Fig. 1: run 1, where the registers sit
The bar under the picture is 100 um long. Other sequential cells in the stronger gray, the rest of the logic in the fainter gray.
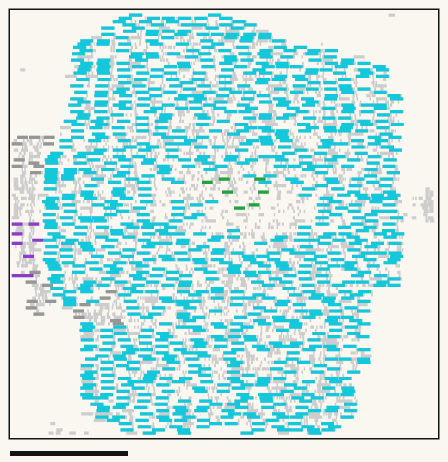
Fig. 2: run 1, congestion heat map
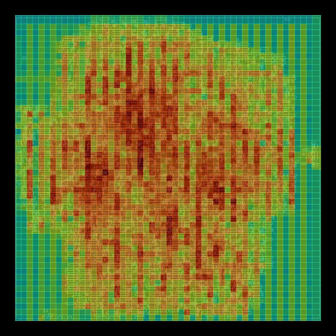
Fig. 3: run 1, a small window of the routed layout
The bar under the picture is 5 um long. Window x 171 to 191, y 243 to 263 um. Cells in gray, sequential cells in the stronger gray; small squares are vias.
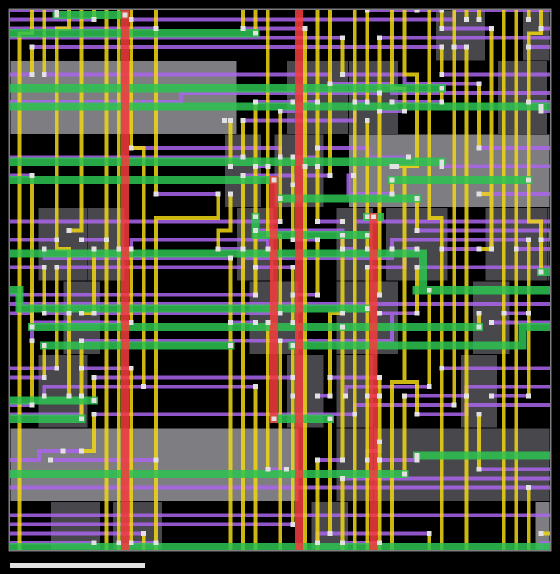
**config.mk**
```make
export PLATFORM = sky130hd
export DESIGN_NAME = ldpc_enc_feeder_flat
export DESIGN_NICKNAME = d
export VERILOG_FILES = /design/src/rtl/ldpc_pkg.sv /design/src/rtl/ldpc_enc_feeder_if.sv /design/src/rtl/ldpc_par_fifo.sv /design/src/rtl/ldpc_enc_feeder.sv /design/src/flat_wrapper.sv
export SDC_FILE = /design/constraint.sdc
export NUM_CORES = 1
export LEC_CHECK = 0
export ABC_AREA = 1
export CORE_UTILIZATION = 35
export DETAILED_ROUTE_END_ITERATION = 8
export GPL_TIMING_DRIVEN = 0
export PLACE_DENSITY = 0.51
export SLEW_MARGIN = 20
export SYNTH_ARGS = -nofsm -noshare
export SYNTH_HDL_FRONTEND = slang
export SYNTH_SLANG_ARGS = --single-unit
```
**constraint.sdc**
```tcl
create_clock -name clk -period 5.32 [get_ports clk]
set_clock_uncertainty 0.05 [all_clocks]
set_input_delay 1.064 -clock clk [delete_from_list [all_inputs] [get_ports clk]]
set_output_delay 1.064 -clock clk [all_outputs]
set_load 0.01 [all_outputs]
```
**src/rtl/ldpc_pkg.sv**
```systemverilog
// Shared LDPC encoder-side definitions: byte width, default codeword geometry and the
// feeder FSM state encoding.
package ldpc_pkg;

    localparam int unsigned BYTE_W        = 8;
    localparam int unsigned MSG_BYTES_DEF = 128;
    localparam int unsigned PAR_BYTES_DEF = 128;

    typedef enum logic [2:0] {
        StIdle,
        StStart,
        StMsg,
        StWait,
        StRead,
        StPar,
        StDrain
    } feed_state_e;

endpackage

```
**src/rtl/ldpc_enc_feeder_if.sv**
```systemverilog
// Bundle of the feeder's upstream stream, encoder control/data and downstream stream.
// master = feeder side, slave = the surrounding source, encoder and sink.
interface ldpc_enc_feeder_if;
    import ldpc_pkg::*;

    logic              s_valid;
    logic              s_ready;
    logic [BYTE_W-1:0] s_data;

    logic              enc_en_start;
    logic              enc_en_din;
    logic [BYTE_W-1:0] enc_d_in;
    logic              enc_read_parity;
    logic              enc_done_encode;
    logic              enc_en_out;
    logic [BYTE_W-1:0] enc_d_out;

    logic              m_valid;
    logic              m_ready;
    logic [BYTE_W-1:0] m_data;
    logic              m_last;

    modport master (
        input  s_valid, s_data, enc_done_encode, enc_en_out, enc_d_out, m_ready,
        output s_ready, enc_en_start, enc_en_din, enc_d_in, enc_read_parity,
               m_valid, m_data, m_last
    );

    modport slave (
        output s_valid, s_data, enc_done_encode, enc_en_out, enc_d_out, m_ready,
        input  s_ready, enc_en_start, enc_en_din, enc_d_in, enc_read_parity,
               m_valid, m_data, m_last
    );

endinterface

```
**src/rtl/ldpc_par_fifo.sv**
```systemverilog
// Synchronous FIFO buffering encoder parity bytes; the caller guarantees no push when full
// and no pop when empty.
module ldpc_par_fifo #(
    parameter int unsigned DEPTH = 128,
    parameter int unsigned WIDTH = 8,
    localparam int unsigned AW = (DEPTH > 1) ? $clog2(DEPTH) : 1,
    localparam int unsigned CW = $clog2(DEPTH + 1)
) (
    input  logic             clk,
    input  logic             rst_n,
    input  logic             push,
    input  logic [WIDTH-1:0] wdata,
    input  logic             pop,
    output logic [WIDTH-1:0] rdata,
    output logic             empty,
    output logic             full,
    output logic [CW-1:0]    count
);

    logic [WIDTH-1:0] mem [DEPTH];
    logic [AW-1:0]    wr_ptr_q;
    logic [AW-1:0]    rd_ptr_q;
    logic [CW-1:0]    cnt_q;

    // Wrap explicitly so non-power-of-two depths stay correct.
    function automatic logic [AW-1:0] ptr_inc(input logic [AW-1:0] p);
        return (p == AW'(DEPTH - 1)) ? '0 : p + 1'b1;
    endfunction

    always_ff @(posedge clk or negedge rst_n) begin
        if (!rst_n) begin
            wr_ptr_q <= '0;
            rd_ptr_q <= '0;
            cnt_q    <= '0;
        end else begin
            if (push) wr_ptr_q <= ptr_inc(wr_ptr_q);
            if (pop)  rd_ptr_q <= ptr_inc(rd_ptr_q);
            unique case ({push, pop})
                2'b10:   cnt_q <= cnt_q + 1'b1;
                2'b01:   cnt_q <= cnt_q - 1'b1;
                default: cnt_q <= cnt_q;
            endcase
        end
    end

    always_ff @(posedge clk) begin
        if (push) mem[wr_ptr_q] <= wdata;
    end

    assign rdata = mem[rd_ptr_q];
    assign empty = (cnt_q == '0);
    assign full  = (cnt_q == CW'(DEPTH));
    assign count = cnt_q;

endmodule

```
**src/rtl/ldpc_enc_feeder.sv**
```systemverilog
// Feeds message bytes to an LDPC encoder while forwarding them, then streams back the parity.
// Optional WAIT timeout with sticky err_timeout when LDPC_FEED_TIMEOUT_EN is defined.
module ldpc_enc_feeder
    import ldpc_pkg::*;
#(
    parameter int unsigned MSG_BYTES = MSG_BYTES_DEF,
    parameter int unsigned PAR_BYTES = PAR_BYTES_DEF,
    parameter int unsigned TMO_CYC   = 4096
) (
    input  logic clk,
    input  logic rst_n,
    ldpc_enc_feeder_if.master bus,
`ifdef LDPC_FEED_TIMEOUT_EN
    output logic err_timeout,
`endif
    output logic busy
);

    localparam int unsigned MW  = (MSG_BYTES > 1) ? $clog2(MSG_BYTES) : 1;
    localparam int unsigned PW  = (PAR_BYTES > 1) ? $clog2(PAR_BYTES) : 1;
    localparam int unsigned FCW = $clog2(PAR_BYTES + 1);

    feed_state_e state_q, state_d;
    logic [MW-1:0] msg_cnt_q;
    logic [PW-1:0] par_cnt_q;

    logic accept, msg_last, push, par_last, pop, drain_last, tmo_hit;

    logic              fifo_empty;
    logic              fifo_full;
    logic [BYTE_W-1:0] fifo_rdata;
    logic [FCW-1:0]    fifo_count;

    logic              drv_s_ready;
    logic              drv_en_start;
    logic              drv_en_din;
    logic [BYTE_W-1:0] drv_d_in;
    logic              drv_read_parity;
    logic              drv_m_valid;
    logic [BYTE_W-1:0] drv_m_data;
    logic              drv_m_last;

    assign accept     = (state_q == StMsg) && bus.s_valid && bus.m_ready;
    assign msg_last   = accept && (msg_cnt_q == MW'(MSG_BYTES - 1));
    // Encoder has no backpressure; outside PAR its strobe is ignored.
    assign push       = (state_q == StPar) && bus.enc_en_out && !fifo_full;
    assign par_last   = push && (par_cnt_q == PW'(PAR_BYTES - 1));
    assign pop        = ((state_q == StPar) || (state_q == StDrain)) && !fifo_empty && bus.m_ready;
    assign drain_last = (state_q == StDrain) && pop && (fifo_count == FCW'(1));

`ifdef LDPC_FEED_TIMEOUT_EN
    localparam int unsigned TW = $clog2(TMO_CYC + 1);

    logic [TW-1:0] tmo_cnt_q;
    logic          err_q;

    assign tmo_hit = (state_q == StWait) && !bus.enc_done_encode &&
                     (tmo_cnt_q == TW'(TMO_CYC - 1));

    always_ff @(posedge clk or negedge rst_n) begin
        if (!rst_n) begin
            tmo_cnt_q <= '0;
            err_q     <= 1'b0;
        end else begin
            tmo_cnt_q <= (state_q == StWait) ? tmo_cnt_q + 1'b1 : '0;
            err_q     <= err_q | tmo_hit;
        end
    end

    assign err_timeout = err_q;
`else
    assign tmo_hit = 1'b0;
`endif

    always_ff @(posedge clk or negedge rst_n) begin
        if (!rst_n) begin
            state_q   <= StIdle;
            msg_cnt_q <= '0;
            par_cnt_q <= '0;
        end else begin
            state_q <= state_d;
            if (msg_last)    msg_cnt_q <= '0;
            else if (accept) msg_cnt_q <= msg_cnt_q + 1'b1;
            if (par_last)    par_cnt_q <= '0;
            else if (push)   par_cnt_q <= par_cnt_q + 1'b1;
        end
    end

    always_comb begin
        state_d = state_q;
        unique case (state_q)
            StIdle:  if (bus.s_valid) state_d = StStart;
            StStart: state_d = StMsg;
            StMsg:   if (msg_last) state_d = StWait;
            StWait: begin
                if (bus.enc_done_encode) state_d = StRead;
                else if (tmo_hit)        state_d = StIdle;
            end
            StRead:  state_d = StPar;
            StPar:   if (par_last) state_d = StDrain;
            StDrain: if (drain_last) state_d = StIdle;
            default: state_d = StIdle;
        endcase
    end

    always_comb begin
        drv_s_ready     = 1'b0;
        drv_en_start    = 1'b0;
        drv_en_din      = 1'b0;
        drv_d_in        = '0;
        drv_read_parity = 1'b0;
        drv_m_valid     = 1'b0;
        drv_m_data      = '0;
        drv_m_last      = 1'b0;
        unique case (state_q)
            StStart: drv_en_start = 1'b1;
            StMsg: begin
                drv_s_ready = bus.m_ready;
                drv_m_valid = bus.s_valid;
                drv_m_data  = bus.s_data;
                drv_en_din  = accept;
                drv_d_in    = accept ? bus.s_data : '0;
            end
            StRead:  drv_read_parity = 1'b1;
            StPar, StDrain: begin
                drv_m_valid = !fifo_empty;
                drv_m_data  = fifo_empty ? '0 : fifo_rdata;
                // Final parity byte is always popped in DRAIN with exactly one entry left.
                drv_m_last  = (state_q == StDrain) && (fifo_count == FCW'(1));
            end
            default: ;
        endcase
    end

    assign bus.s_ready         = drv_s_ready;
    assign bus.enc_en_start    = drv_en_start;
    assign bus.enc_en_din      = drv_en_din;
    assign bus.enc_d_in        = drv_d_in;
    assign bus.enc_read_parity = drv_read_parity;
    assign bus.m_valid         = drv_m_valid;
    assign bus.m_data          = drv_m_data;
    assign bus.m_last          = drv_m_last;
    assign busy                = (state_q != StIdle);

    ldpc_par_fifo #(
        .DEPTH (PAR_BYTES),
        .WIDTH (BYTE_W)
    ) u_fifo (
        .clk   (clk),
        .rst_n (rst_n),
        .push  (push),
        .wdata (bus.enc_d_out),
        .pop   (pop),
        .rdata (fifo_rdata),
        .empty (fifo_empty),
        .full  (fifo_full),
        .count (fifo_count)
    );

endmodule

```
**src/flat_wrapper.sv**
```systemverilog
// flat-port wrapper written by rule: the top's interface ports become plain ports
module ldpc_enc_feeder_flat import ldpc_pkg::*;
#(
    parameter int unsigned MSG_BYTES = MSG_BYTES_DEF,
    parameter int unsigned PAR_BYTES = PAR_BYTES_DEF,
    parameter int unsigned TMO_CYC   = 4096
)
  (clk, rst_n, busy, bus_s_valid, bus_s_data, bus_enc_done_encode, bus_enc_en_out, bus_enc_d_out, bus_m_ready, bus_s_ready, bus_enc_en_start, bus_enc_en_din, bus_enc_d_in, bus_enc_read_parity, bus_m_valid, bus_m_data, bus_m_last);
  ldpc_enc_feeder_if bus_i ();
  input  logic clk;
  input  logic rst_n;
  output logic busy;
  input wire logic [$bits(bus_i.s_valid)-1:0] bus_s_valid;
  input wire logic [$bits(bus_i.s_data)-1:0] bus_s_data;
  input wire logic [$bits(bus_i.enc_done_encode)-1:0] bus_enc_done_encode;
  input wire logic [$bits(bus_i.enc_en_out)-1:0] bus_enc_en_out;
  input wire logic [$bits(bus_i.enc_d_out)-1:0] bus_enc_d_out;
  input wire logic [$bits(bus_i.m_ready)-1:0] bus_m_ready;
  output wire logic [$bits(bus_i.s_ready)-1:0] bus_s_ready;
  output wire logic [$bits(bus_i.enc_en_start)-1:0] bus_enc_en_start;
  output wire logic [$bits(bus_i.enc_en_din)-1:0] bus_enc_en_din;
  output wire logic [$bits(bus_i.enc_d_in)-1:0] bus_enc_d_in;
  output wire logic [$bits(bus_i.enc_read_parity)-1:0] bus_enc_read_parity;
  output wire logic [$bits(bus_i.m_valid)-1:0] bus_m_valid;
  output wire logic [$bits(bus_i.m_data)-1:0] bus_m_data;
  output wire logic [$bits(bus_i.m_last)-1:0] bus_m_last;
  assign bus_i.s_valid = bus_s_valid;
  assign bus_i.s_data = bus_s_data;
  assign bus_i.enc_done_encode = bus_enc_done_encode;
  assign bus_i.enc_en_out = bus_enc_en_out;
  assign bus_i.enc_d_out = bus_enc_d_out;
  assign bus_i.m_ready = bus_m_ready;
  assign bus_s_ready = bus_i.s_ready;
  assign bus_enc_en_start = bus_i.enc_en_start;
  assign bus_enc_en_din = bus_i.enc_en_din;
  assign bus_enc_d_in = bus_i.enc_d_in;
  assign bus_enc_read_parity = bus_i.enc_read_parity;
  assign bus_m_valid = bus_i.m_valid;
  assign bus_m_data = bus_i.m_data;
  assign bus_m_last = bus_i.m_last;
  ldpc_enc_feeder #(.MSG_BYTES(MSG_BYTES), .PAR_BYTES(PAR_BYTES), .TMO_CYC(TMO_CYC)) u_core (.clk(clk), .rst_n(rst_n), .bus(bus_i), .busy(busy));
endmodule
```
==> flow_summary.toml, run 1 <==
# generated from flow reports
[placement]
gp_congestion = 0.976
dpl.hpwl_mm = 114
placed_cells = 6050

[sta]
fmax_mhz = 187
period_used_share = 1.01
maxSlewViolCount = 0
slew_headroom = 0.221
setup_viol = 1
whs_ps = 312
tns_ps = -34.0
setup_ws_ps = -34.0

[final_layout]
final_cell_area_um2 = 52200
nNetsFinal = 4467
largestClassByArea = "registers"
final_common_cell = "nand2_1"
fillers = 12300
signal_buffers = 278
logic_gate_count = 2633

[grt]
antenna_found_initial = 9
grt_max_degree = 93
grt_pass1_vias = 30200

[logic_synthesis]
synth_seq_share = 0.699
ys_sh_adder = 0.00221
ys_async_sr_fraction = 0.0367
logic_family = "simple AND/OR/NAND/NOR gates"
synthMuxAreaShare = 0
largest_area_cell = "edfxtp_1"
most_common_cell = "nand2_1"

[pwr]
power_mw = 29.1
top_power_group = "combinational logic"
power_switching_mw = 12.2

[status]
status = "finished with violations"
violations = "setup timing"

[critical_path]
critPathBufInv = 3
worstSetupEndpointType = "primary output"
required_ps = 4210
crit_path_top_delay_cell = "buf_1"
cp_max_fo = 10

[run]
timing.max_cap.violations = 0

[drt]
first_pass_iters = 8

[hold_path]
hold_class = "in2async"

[clock_tree]
post_cts_buffers = 0
Back to the opening pictures, Fig. 1:
signal	color	sequential cells	where
u_core.u_fifo.mem	cyan	1024	spread over the die
u_core.u_fifo.rd_ptr_q	green	7	middle
u_core.u_fifo.count	purple	8	left middle
sequential cell area share: 0.608
final core utilization: 0.408
Seq. pwr: 9.42 mW
Flop area: 31700 um^2

Back to the opening pictures, Fig. 2:
GR met2 Demand/Resource: 0.389
gr busiest metal: met2
met3 usage: 0.0423
DR WL/cell: 26.9 um
GRT Util Overall: 0.255

Back to the opening pictures, Fig. 3:
layer	color
met4	red
met1	purple
met3	green
met2	yellow
cells with their middle in the window	29
most frequent	nor2_1 (12), nand3_1 (6), nor2_2 (4)
netlist names of flops here include	u_core.u_fifo.mem (3)
sequential cells in the window	3

[run 1: final timing paths]
| path | slack [ps] | startpoint | cells past startpoint | end |
|---|---|---|---|---|
| setup / recovery | -30 | u_core.u_fifo.rd_ptr_q[0] | 11 | bus_m_data[5] |
| hold / removal | 310 | rst_n | 1 | u_core.msg_cnt_q[2] |
| setup reg to reg | 1390 | u_core.u_fifo.count[0] | 11 | u_core.u_fifo.mem[67][4] |
| hold reg to reg | 420 | u_core.par_cnt_q[6] | 1 | u_core.par_cnt_q[6] |
| max in group asynchronous | 4430 | rst_n | 1 | u_core.u_fifo.rd_ptr_q[0] |
| min in group clk | 420 | u_core.par_cnt_q[6] | 1 | u_core.par_cnt_q[6] |
[run 1: what timing repair did]
action | in CTS | in global routing
cloned | 0 | 0
endpoints found under the setup margin | 8 | 8
gates resized | 33 | 44
==> run 2: changes to the inputs <==
- ABC_CLOCK_PERIOD_IN_PS: not set -> 5320
- SLEW_MARGIN: 20 -> 5
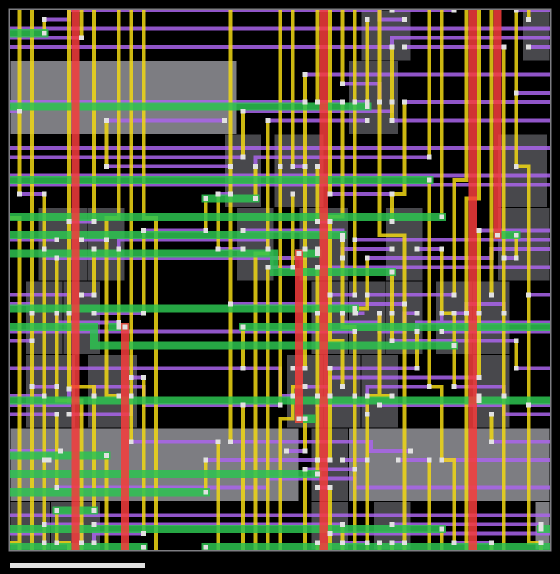
Fig. 4. A small window of the routed layout (run 2).
The bar under the picture is 5 um long. Window x 171 to 191, y 243 to 263 um. Cells in gray, sequential cells in the stronger gray; small squares are vias.
layer	color
met3	green
met1	purple
met4	red
met2	yellow
sequential cells in the window	3
netlist names of flops here include	u_core.u_fifo.mem (3)
most frequent	nor2_1 (18), nand3_1 (6)
cells with their middle in the window	32

==> run 2 against run 1 <==
Net effect: the flow still finishes with violations (setup timing); wire length shrank 0.40%; clock-buffer cell count grew 2; clock power shrank 6.6%; via count grew 0.18%; sequential cell count is the same; sequential share of layout area grew 0.33 points; maximum frequency is essentially flat; global-route usage shrank 0.054 points; worst hold slack lost 26 ps; critical endpoint is now bus_m_data[6].
==> flow_summary.toml, run 2 <==
# generated from flow reports
[logic_synthesis]
synth_cells = 4268
synth_flops = 1063
avgSynthCellArea_um2 = 10.6
synth_seq_share = 0.699
synth_cell_types = 37
common_cells = "nand2_1, edfxtp_1, nor2_1, nand3_1, inv_1"
ys_sh_adder = 0.00221
synthMuxAreaShare = 0
ys_sh_xor = 0.00309
most_common_cell = "nand2_1"
logic_family = "simple AND/OR/NAND/NOR gates"
aoi_share = 0.0352
synth-main-ff-cell = "edfxtp_1"
largest_area_cell = "edfxtp_1"
ys_async_sr_fraction = 0.0367

[final_layout]
final_cell_area_um2 = 51900
seq_share = 0.611
flop_area_um2 = 31700
final_common_cell = "nand2_1"
regMostFlops = "u_core.u_fifo.mem"
largest_reg_flops = 1024
logic_gate_count = 2633
signal_buffers = 279
utilization = 0.406
largestClassByArea = "registers"
nNetsFinal = 4467
fillers = 12400
sh_comb_area = 0.216

[placement]
placed_cells = 6051
gp_congestion = 0.976
dpl.hpwl_mm = 114
port_buffers = 44

[critical_path]
rr_worst_depth = 11
crit_path_top_delay_cell = "clkdlybuf4s15_1"
r2r-end = "u_core.u_fifo.mem[83][2]"
crit_start = "u_core.u_fifo.rd_ptr_q[0]"
r2r_start = "u_core.u_fifo.count[0]"
required_ps = 4210
slowest_delay_ps = 760
worstSetupEndpointType = "primary output"
regToRegSetupSlack_ps = 1200
arrival_ps = 4240
critPathBufInv = 3
path_cells = "inv_4 -> clkdlybuf4s15_1 -> o21ai_0 -> nand3_1 -> nand3_1 -> nand2_1 -> nand2_1 -> nand3_1 -> nand3_1 -> nand2_1 -> clkdlybuf4s50_1"
crit_path_end = "bus_m_data[6]"
cp_max_fo = 10
worstSetupPathDepth = 11

[sta]
whs_ps = 286
setup_ws_ps = -33.3
slew_headroom = 0.0765
rsz0062_at_grt = "yes"
tns_ps = -53.6
setup_viol = 4
period_used_share = 1.01
maxSlewViolCount = 0
fmax_mhz = 187

[clock_tree]
cts_made_buffers = 113
cts_tree = "done"
cts-resized-gates = 35
post_cts_buffers = 0
clk_latency_ps = 740

[status]
status = "finished with violations"
violations = "setup timing"

[grt]
grt_max_degree = 93
gr-usage-met2 = 0.388
grt-ovfl-total = 0
grt_most_used_layer = "met2"
grt_pass1_vias = 30200
grt.met3_usage = 0.0402
antenna_found_initial = 9

[drt]
via_per_inst = 5.21
post-route-drc-count = 0
met2WireLength_mm = 74.1
top_layer = "met5"
first_pass_iters = 6

[pwr]
pwr-share-clk = 0.272
power_switching_mw = 12.1
comb_power_mw = 11.3
p_leak_nw = 19.9
top_power_group = "combinational logic"
power_mw = 28.5
seq_cell_power_mw = 9.42

[run]
warnings = 30
timing.max_cap.violations = 0

[hold_path]
hold_class = "in2async"

[die]
die_h_um = 362
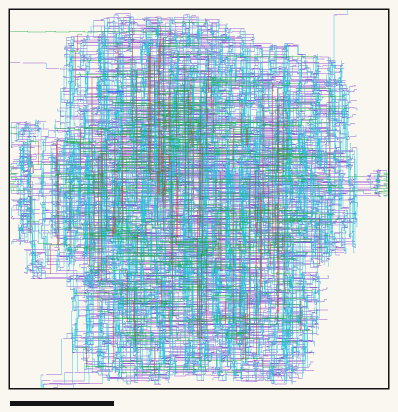
Fig. 5. Metal layers overlaid (run 2).
The bar under the picture is 100 um long.
layer	color	wire length
met2	cyan	74.1 mm
met3	green	15000 um
met5	blue	13.8 um
met1	purple	71.2 mm
met4	red	7400 um
via count: 32600
DR WL/cell: 26.8 um
final WL: 168 mm
GRT Util Overall: 0.255

## run 2: netlist changes by cell type in the layout (fill, tap and decap cells not counted), moves of 2 or more
cell	previous run	this run
bufinv_16	18	8
nor2_1	522	531
nor2_2	13	4
clkbuf_2	37	29
clkbuf_1	63	70
buf_6	18	22
buf_8	3	0
clkbuf_4	4	1
clkinv_2	17	20
buf_1	8	10
clkinv_1	23	25
diode_2	1	3
## run 2: worst register-to-register path, stage by stage, from the launching register on
cell	delay, ps
dfrtp_1	420
inv_1	90
ha_1	220
nand2_1	130
nor2_1	80
nand3_1	80
nand2_1	100
buf_6	180
nor2_4	130
nand2_1	520
buf_2	590
nor2_1	1140
Power figures rest on the tool's default switching activity, not on a simulated workload.
